run_1/gate_families.png
Scale: 4 px per µm.
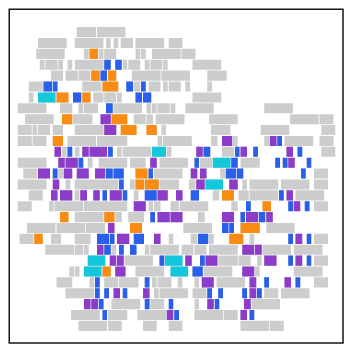
run_1/metal_stack.png
Scale: 3 px per µm. Two of the layers only.
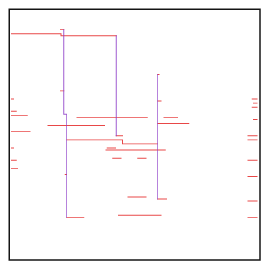
run_1/pins.png
Scale: 4 px per µm. Pins as bars across the die edge, other pins in gray.
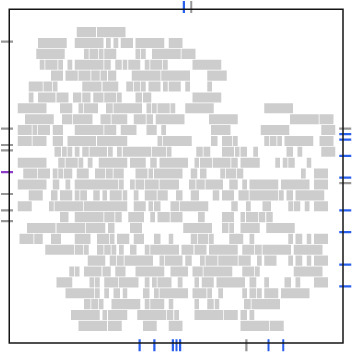
run_1/final_clocks.png
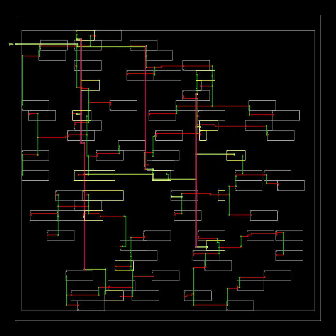
--- src/rtl/dual_slope_sequencer.sv ---
// dual_slope_sequencer
//   Conversion controller for an MC14433-style dual-slope ADC. It steps the
//   analog switches through auto-zero, signal integrate and reference
//   de-integrate. De-integrate clocks are counted in BCD (0000..1999). The
//   count is latched together with polarity and overrange.
//
// Parameters
//   T_AZ      auto-zero length in CP0 cycles (1..65535)
//   T_INT     signal-integrate length in CP0 cycles (1..65535)
//   SCAN_DIV  CP0 cycles per digit-strobe slot (digit scan build only)
//
// Ports
//   CP0       system clock, rising edge
//   R_clock   synchronous reset, active-high
//   DU        start/update request (level, sampled in IDLE and LATCH)
//   CONT      1 = free-running conversions, 0 = single-shot on DU
//   D         comparator output, asynchronous (1 = not yet crossed zero)
//   sw_az     auto-zero switch enable
//   sw_int    input-integrate switch enable
//   sw_deint  reference de-integrate switch enable
//   busy      high while a conversion is in progress (AZ/INT/DEINT/LATCH)
//   eoc       end-of-conversion, one-cycle pulse
//   pol       polarity of the last result
//   ovr       overrange flag of the last result
//   result    BCD {thousands, hundreds, tens, units}
//   ds, q     digit strobe (one-hot) and selected digit value; these ports
//             exist only when the DIGIT_SCAN_EN macro is defined
module dual_slope_sequencer #(
  parameter int unsigned T_AZ     = 4000,
  parameter int unsigned T_INT    = 4000,
  parameter int unsigned SCAN_DIV = 16
) (
  input  logic        CP0,
  input  logic        R_clock,
  input  logic        DU,
  input  logic        CONT,
  input  logic        D,
  output logic        sw_az,
  output logic        sw_int,
  output logic        sw_deint,
  output logic        busy,
  output logic        eoc,
  output logic        pol,
  output logic        ovr,
  output logic [15:0] result
`ifdef DIGIT_SCAN_EN
  ,
  output logic [3:0]  ds,
  output logic [3:0]  q
`endif
);

  localparam logic [15:0] AZ_LAST  = 16'(T_AZ - 1);
  localparam logic [15:0] INT_LAST = 16'(T_INT - 1);
  localparam logic [15:0] BCD_MAX  = 16'h1999;

  if (T_AZ == 0 || T_AZ > 65535) begin : g_bad_t_az
    $error("T_AZ must be in 1..65535");
  end
  if (T_INT == 0 || T_INT > 65535) begin : g_bad_t_int
    $error("T_INT must be in 1..65535");
  end
  if (SCAN_DIV == 0 || SCAN_DIV > 65536) begin : g_bad_scan_div
    $error("SCAN_DIV must be in 1..65536");
  end

  typedef enum logic [2:0] {
    S_IDLE,
    S_AZ,
    S_INT,
    S_DEINT,
    S_LATCH
  } state_t;

  state_t      state;
  logic [15:0] timer;
  logic [15:0] cnt;
  logic        pol_shadow;
  logic        d_p0;
  logic        d_p1;

  // Four-digit BCD increment with decade carry. The caller stops at 1999, so
  // the thousands digit never goes past 1.
  function automatic logic [15:0] bcd_inc(input logic [15:0] v);
    logic [15:0] r;
    logic        c;
    r = v;
    c = 1'b1;
    for (int i = 0; i < 4; i++) begin
      if (c) begin
        if (r[4*i +: 4] == 4'd9) begin
          r[4*i +: 4] = 4'd0;
        end else begin
          r[4*i +: 4] = r[4*i +: 4] + 4'd1;
          c = 1'b0;
        end
      end
    end
    return r;
  endfunction

  always_ff @(posedge CP0) begin
    if (R_clock) begin
      state      <= S_IDLE;
      timer      <= '0;
      cnt        <= '0;
      pol_shadow <= 1'b0;
      d_p0       <= 1'b1;
      d_p1       <= 1'b1;
      sw_az      <= 1'b1;
      sw_int     <= 1'b0;
      sw_deint   <= 1'b0;
      busy       <= 1'b0;
      eoc        <= 1'b0;
      pol        <= 1'b0;
      ovr        <= 1'b0;
      result     <= '0;
    end else begin
      // Stage p0 -> p1: two-flop synchronizer for the asynchronous comparator
      d_p0 <= D;
      d_p1 <= d_p0;
      eoc  <= 1'b0;
      // Stage p1 -> FSM: every decision below uses the synchronized d_p1
      case (state)
        S_IDLE: begin
          if (DU || CONT) begin
            state <= S_AZ;
            timer <= '0;
            sw_az <= 1'b1;
            busy  <= 1'b1;
          end
        end
        S_AZ: begin
          if (timer == AZ_LAST) begin
            state  <= S_INT;
            timer  <= '0;
            sw_az  <= 1'b0;
            sw_int <= 1'b1;
          end else begin
            timer <= timer + 16'd1;
          end
        end
        S_INT: begin
          if (timer == INT_LAST) begin
            state      <= S_DEINT;
            timer      <= '0;
            cnt        <= '0;
            pol_shadow <= d_p1;
            sw_int     <= 1'b0;
            sw_deint   <= 1'b1;
          end else begin
            timer <= timer + 16'd1;
          end
        end
        S_DEINT: begin
          // Zero crossing ends the phase without counting. The overrange exit
          // is reached only with d_p1 still high, so d_p1 doubles as the flag.
          if (!d_p1 || cnt == BCD_MAX) begin
            state    <= S_LATCH;
            sw_deint <= 1'b0;
            eoc      <= 1'b1;
            result   <= cnt;
            ovr      <= d_p1;
            pol      <= pol_shadow;
          end else begin
            cnt <= bcd_inc(cnt);
          end
        end
        S_LATCH: begin
          timer <= '0;
          sw_az <= 1'b1;
          if (CONT || DU) begin
            state <= S_AZ;
          end else begin
            state <= S_IDLE;
            busy  <= 1'b0;
          end
        end
        default: begin
          state    <= S_IDLE;
          timer    <= '0;
          sw_az    <= 1'b1;
          sw_int   <= 1'b0;
          sw_deint <= 1'b0;
          busy     <= 1'b0;
        end
      endcase
    end
  end

`ifdef DIGIT_SCAN_EN
  localparam logic [15:0] SCAN_LAST = 16'(SCAN_DIV - 1);

  logic [15:0] scan_cnt;

  // Free-running strobe: it rotates thousands -> units regardless of the
  // FSM state.
  always_ff @(posedge CP0) begin
    if (R_clock) begin
      scan_cnt <= '0;
      ds       <= 4'b1000;
    end else if (scan_cnt == SCAN_LAST) begin
      scan_cnt <= '0;
      ds       <= {ds[0], ds[3:1]};
    end else begin
      scan_cnt <= scan_cnt + 16'd1;
    end
  end

  always_comb begin
    q = 4'd0;
    case (ds)
      4'b1000: q = result[15:12];
      4'b0100: q = result[11:8];
      4'b0010: q = result[7:4];
      4'b0001: q = result[3:0];
      default: q = 4'd0;
    endcase
  end
`endif

endmodule

--- config.mk ---
export PLATFORM = sky130hd
export DESIGN_NAME = dual_slope_sequencer
export DESIGN_NICKNAME = d
export VERILOG_FILES = /design/src/rtl/dual_slope_sequencer.sv
export SDC_FILE = /design/constraint.sdc
export NUM_CORES = 1
export LEC_CHECK = 0
export CAP_MARGIN = 20
export CORE_MARGIN = 1.5
export CORE_UTILIZATION = 45
export CTS_CLUSTER_DIAMETER = 120
export DETAILED_ROUTE_END_ITERATION = 12
export PLACE_DENSITY = 0.75
export SYNTH_ARGS = -nofsm -noshare
export SYNTH_HDL_FRONTEND = slang
export SYNTH_SLANG_ARGS = --single-unit
--- constraint.sdc ---
create_clock -name CP0 -period 3.65 [get_ports CP0]
set_clock_uncertainty 0.2 [all_clocks]
set_input_delay 0.73 -clock CP0 [delete_from_list [all_inputs] [get_ports CP0]]
set_output_delay 0.73 -clock CP0 [all_outputs]
set_load 0.01 [all_outputs]
==> results_dict.tcl, run 1 <==
# yosys + openroad results
set metrics [dict create \
    outcome "complete, no violations" \
    nNonClkBuffers 29 \
    port_buffers 27 \
    ys_sh_aoi_pct 16.53 \
    hold_class "flop to flop" \
    critical_path_class "flop to flop" \
    pwr-share-seq_pct 48.4 \
    placed_cells 434 \
    synth_chip_area_um2 2884 \
    netlist_instances 345 \
    fin_area_um2 3426 \
    area_leaders "dfxtp_1 42%, nand2_1 6.8%, a21oi_1 5.4%" \
    cts_setup_buffers 0 \
    synth.top_cell.area_share_pct 42.34 \
    p_seq_uw 682 \
    power_leader "registers" \
    boundaryPins 28 \
    post-place-ws_ps 846.9 \
    power_frac_clock_pct 48.3 \
    wl_met1_mm 3.071 \
    place_congestion 0.8401 \
    synth_seq_share_pct 42.34 \
    wl_met2_mm 2.698 \
    worst_slew_pin_slew_ps 705.0 \
    fin_crit_sh_pct 75.61 \
    edf_count 0 \
    crit_fanout 18 \
    wl_per_cell_um 13.64 \
    peakVddDrop_mv 0.2750 \
    grt_pass1_wl_mm 10.68 \
    grt_pass1_vias 2299 \
    maxUsedRoutingLayer "met4" \
    ys_ff 61 \
    cap_viol_max_count 0 \
    fp_util_pct 47.58 \
    critPathCaptureType "flop" \
    grt-ovfl-total 0 \
    tap_cells 75 \
    num_antenna_cells 0 \
    grt_max_degree 27 \
    rsz0062_at_grt "no" \
    buf_share_pct 8.327 \
    floorplan.nets 357 \
    vias 2506 \
    fp.dieW_um 83.06 \
    synthXorXnorAreaFrac_pct 4.859 \
    arrival_ps 2790 \
    inverters_excl_clock 14 \
    switching_share_pct 21.23 \
]
Notes on gate_families.png above:
blue -> NAND gates  # cells 77, most used nand2_1
purple -> inverting AOI/OAI gates  # cells 65, most used a21oi_1
orange -> AND and OR gates  # cells 23
cyan -> adder and majority cells  # cells 8, most used ha_1
final std cells w/o fill: 450
Top cell excl fill/tap: dfxtp_1

Notes on metal_stack.png above:
red -> met3  # wire length 229 µm
purple -> met4  # wire length 138 µm

Notes on pins.png above:
blue -> result  # pins 16, direction output, edge 8 right, 7 bottom, 1 top
purple -> sw_int  # pins 1, direction output, edge left

Notes on final_clocks.png above:
flip-flops: 61
clock buf count: 12
CTS buffer count: 9
Clk power: 681 µW
Worst-Skew Late Latency: 350 ps

==> run 1: cells in the final DEF, fill, tap and decap left out, types with 2 or more instances in the layout <==
cell type and n:
dfxtp_1 61, nand2_1 52, nor2_1 41, a21oi_1 31
clkdlybuf4s50_1 27, inv_1 14, nand3_1 14, clkbuf_8 11
xnor2_1 10, nor3_1 8, o21ai_0 7, ha_1 7
xor2_1 6, nand3b_1 5, and3_1 4, or4_1 4
nand4_1 3, mux2i_1 3, and3b_1 3, o2111ai_1 3
or2_2 3, or4_4 2, o211ai_1 2, a2111oi_0 2
mux2_2 2, nand4b_1 2, a41oi_1 2, a311oi_1 2
o32ai_1 2, a211oi_1 2, a211o_1 2, a31oi_1 2
bufinv_16 2, clkinv_2 2, buf_4 2
==> run 1: routing by layer <==
metal | GRT usage, % | vias to the layer above
met5 | 0 | -
met4 | 10.61 | 0
met3 | 3.579 | 12
met2 | 28.46 | 47
met1 | 25.54 | 1173
li1 | - | 1274
==> run 1: registers in the layout (all words and copies together), names as in the netlist <==
register,flops
cnt,16
result,16
timer,16
state,3
busy,1
d_p0,1
d_p1,1
eoc,1
ovr,1
pol,1
pol_shadow,1
sw_az,1
sw_deint,1
sw_int,1
==> run 1: path summary, 6_finish.rpt <==
check / end / depth (start not counted) / startpoint
hold / removal: d_p1 / 1 / d_p0
setup / recovery: cnt[4] / 6 / cnt[0]
setup reg to reg: cnt[4] / 6 / cnt[0]
hold reg to reg: d_p1 / 1 / d_p0
==> run 1: worst max-delay path: stages, from the launching register on <==
cell,delay [ps]
dfxtp_1,430
ha_1,210
nand3b_1,250
o41a_1,610
nor2_4,370
or2_1,230
mux2_2,350
==> run 2, diff against run 1 <==
- PLACE_DENSITY: 0.75 -> 0.78
- clock period: 3.65 -> 2.4 ns (I/O delays scaled with it)
run_2/final_clocks.png
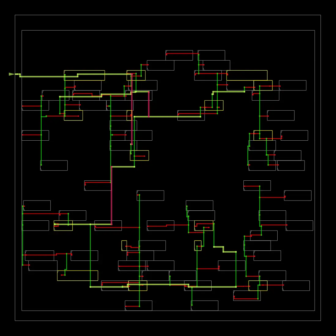
CTS sink count: 61
Clk power: 1.11 mW

==> results_dict.tcl, run 2 <==
# yosys + openroad results
set metrics [dict create \
    place_congestion 0.9118 \
    most-common-layout-cells "58 x dfxtp_1, 52 x nand2_1, 40 x nor2_1" \
    arrival_ps 2390 \
    grt-ovfl-total 0 \
    min_delay_worst_endpoint "d_p1" \
    hold_depth 1 \
    wl_met2_mm 3.420 \
    vias 2705 \
    fp.dieW_um 83.06 \
    worst_path_largest_cell_delay_ps 590 \
    critPathCaptureType "flop" \
    area_leaders "dfxtp_1 42%, nand2_1 6.8%, a21oi_1 5.4%" \
    cap_viol_max_count 0 \
    synth_chip_area_um2 2884 \
    r2r_start "timer[1]" \
    power_frac_clock_pct 49.3 \
    netlist_instances 345 \
    clk_latency_ps 350 \
    cts_made_buffers 9 \
    reg_top3 "cnt (16), result (16), timer (16)" \
    hold_class "flop to flop" \
    synthXorXnorAreaFrac_pct 4.859 \
    grt_max_degree 18 \
    crit_fanout 4 \
    fin_crit_sh_pct 97.63 \
    outcome "complete, no violations" \
    crit_buf_inv 0 \
    boundaryPins 28 \
    worst_slew_pin_slew_ps 420.7 \
    grt_pass1_vias 2535 \
    cp-startpoint "timer[1]" \
    use_met2_pct 35.33 \
    gr-usage-met1_pct 23.53 \
    synth.top_cell.area_share_pct 42.34 \
    pwr-share-seq_pct 45.9 \
    fin_area_um2 3766 \
    use_met3_pct 7.753 \
    cpLargestDelayFamily "simple AND/OR/NAND/NOR gates" \
    r2r_cells 6 \
    fp_util_pct 47.58 \
    cp_cell_sequence "ha_4 -> or4bb_4 -> or4_4 -> o21ai_4 -> o21ai_2 -> a31o_1" \
    peakVddDrop_mv 0.6203 \
    grt_pass1_wl_mm 11.45 \
    rsz0062_at_grt "yes" \
    maxUsedRoutingLayer "met4" \
]
run_2/pins.png
Scale: 4 px per µm. Pins as bars across the die edge, other pins in gray.
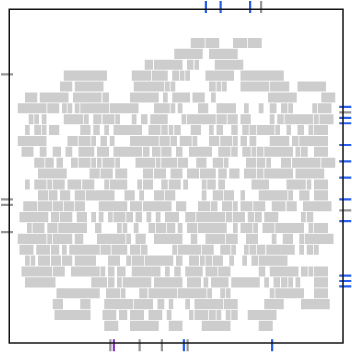
DIE HEIGHT: 83.06 µm
PortBufs: 27

[run 2: cell counts after synthesis]
No cell type changed its count.
[run 2: kinds of logic (layout without fill, tap and decap cells)]
family                     after synthesis  in the layout
AOI/OAI and AO/OA                       72             72
xor gates and xnor gates                16             16
adders and majority gates                8              8
buffers and inverters                   29             94
DFF                                     61             61
muxes                                    5              5
and+or+nand+nor                        154            154
[run 2: power by group through the flow]
stage	Sequential [mW]	Clock (mW)	Combinational [mW]
after floorplan	1.05	0	0.0535
after global placement	1.06	0	0.101
after detailed placement	1.06	0	0.102
after CTS	1.03	1.13	0.103
after global routing	1.04	1.18	0.118
final	1.04	1.11	0.108
[run 2: worst reg2reg max path, cell delays in order (launching register included)]
cell,delay (ps)
dfxtp_2,350
ha_4,130
or4bb_4,470
or4_4,590
o21ai_4,220
o21ai_2,80
a31o_1,200
[run 2: area by class of cell]
cell class	instances	area, µm²
inverter	14	52.55
multi-input combinational	255	1594
tap	75	93.84
timing repair buffer	64	560.5
clock inverter	4	95.09
clock buffer	12	145.1
sequential	61	1225
fill	528	2295
[run 2: worst max path at each step]
| stage | to | cells past startpoint |
|---|---|---|
| floorplan | cnt[10] | 6 |
| global placement | timer[8] | 6 |
| detailed placement | cnt[10] | 6 |
| CTS | cnt[10] | 6 |
| global route | cnt[9] | 6 |
| finish | cnt[10] | 6 |
[run 2: what timing repair did]
| action | 4_1_cts | 5_1_grt |
|---|---|---|
| hold endpoints to repair | 0 | 0 |
| cloned | 0 | 0 |
| setup buffers | 0 | 2 |
| gates resized | 1 | 12 |
| hold buffers | 0 | 0 |
| pin swaps | 0 | 8 |
| setup endpoints to repair | 1 | 27 |
==> run 3, diff against run 2 <==
- CAP_MARGIN: 20 -> 0
run_3/clock_map.png
Scale: 6 px per µm.
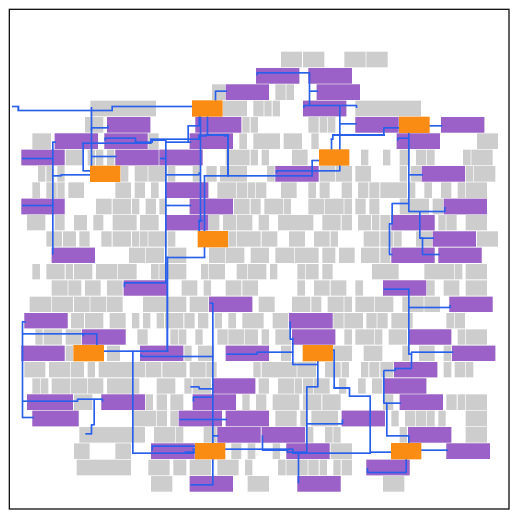
blue -> clock wires  # length 797 µm
orange -> cells driving clock nets  # count 9
purple -> flip-flops  # count 61
flops lie = all over the die

==> results_dict.tcl, run 3 <==
# yosys + openroad results
set metrics [dict create \
    placed_cells 467 \
    fp.dieW_um 83.06 \
    cap_viol_max_count 0 \
    final_cell_count_no_fill 485 \
    path_depth 6 \
    post-place-ws_ps -27.54 \
    netlist_instances 345 \
    worst_path_largest_cell_delay_ps 590 \
    grt-ovfl-total 0 \
    cts_hold_buffers 0 \
    grt_pass1_vias 2535 \
    place_congestion 0.9118 \
    synth_seq_share_pct 42.34 \
    num_antenna_cells 0 \
    vias 2705 \
    reg_top3 "cnt (16), result (16), timer (16)" \
    wl_per_cell_um 14.18 \
    hold_class "flop to flop" \
    critical_path_class "flop to flop" \
    hold_depth 1 \
    grt_max_degree 18 \
    grt_pass1_wl_mm 11.45 \
    boundaryPins 28 \
    critPathCaptureType "flop" \
    cpLargestDelayFamily "simple AND/OR/NAND/NOR gates" \
    crit_fanout 4 \
    switching_share_pct 20.55 \
    die_y_um 83.06 \
    arrival_ps 2390 \
    outcome "complete, no violations" \
    synth.top_cell.area_share_pct 42.34 \
    power_leader "clock" \
]
run_3/final_clocks.png
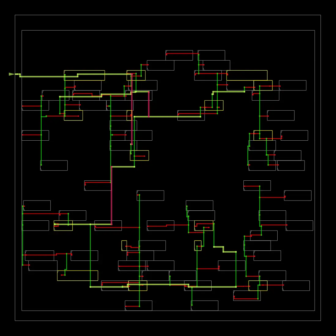

run 3: layout make-up:
| class | count | area [µm²] | area share (%) |
|---|---|---|---|
| clock buffer | 12 | 145.1 | 3.854 |
| clock inverter | 4 | 95.09 | 2.525 |
| inverter | 14 | 52.55 | 1.395 |
| multi-input combinational | 255 | 1594 | 42.33 |
| sequential | 61 | 1225 | 32.52 |
| tap | 75 | 93.84 | 2.492 |
| timing repair buffer | 64 | 560.5 | 14.88 |
run 3: logic make-up after synthesis:
group	synth area share (%)
AND/OR/NAND/NOR	27.07
AND-OR/OR-AND	16.53
flip-flops	42.34
buffers and inverters	3.991
XOR/XNOR	4.859
adder cells (fa/ha/maj)	3.384
multiplexers	1.822
run 3: through the flow:
step,utilization (%),area [µm²]
2_1_floorplan,-,2884
3_3_place_gp,57.10,3461
3_5_place_dp,57.10,3461
4_1_cts,61.19,3709
5_1_grt,62.14,3766
6_report,62.14,3766
run 3: final timing paths:
path	to	startpoint	slack, ps
hold reg to reg	d_p1	d_p0	220
hold / removal	d_p1	d_p0	220
setup / recovery	cnt[10]	timer[1]	60
setup reg to reg	cnt[10]	timer[1]	60
run 3: what timing repair did:
action,CTS,global route
resized,1,12
setup endpoints to repair,1,27
buffers inserted,0,2
pin swaps,0,8
run 3: routing by layer:
metal / GRT usage, % / part of all wire [%] / up-vias
met1: 23.53 / 44 / 1283
met3: 7.753 / 4.6 / 10
met5: 0 / 0 / -
met4: 5.909 / 1.2 / 0
li1: - / - / 1342
met2: 35.33 / 50 / 70
run 3: worst reg2reg max path, stage by stage, from the launching register on:
cell     delay [ps]
dfxtp_2         350
ha_4            130
or4bb_4         470
or4_4           590
o21ai_4         220
o21ai_2          80
a31o_1          200
Power is estimated from default activity; no workload was simulated.
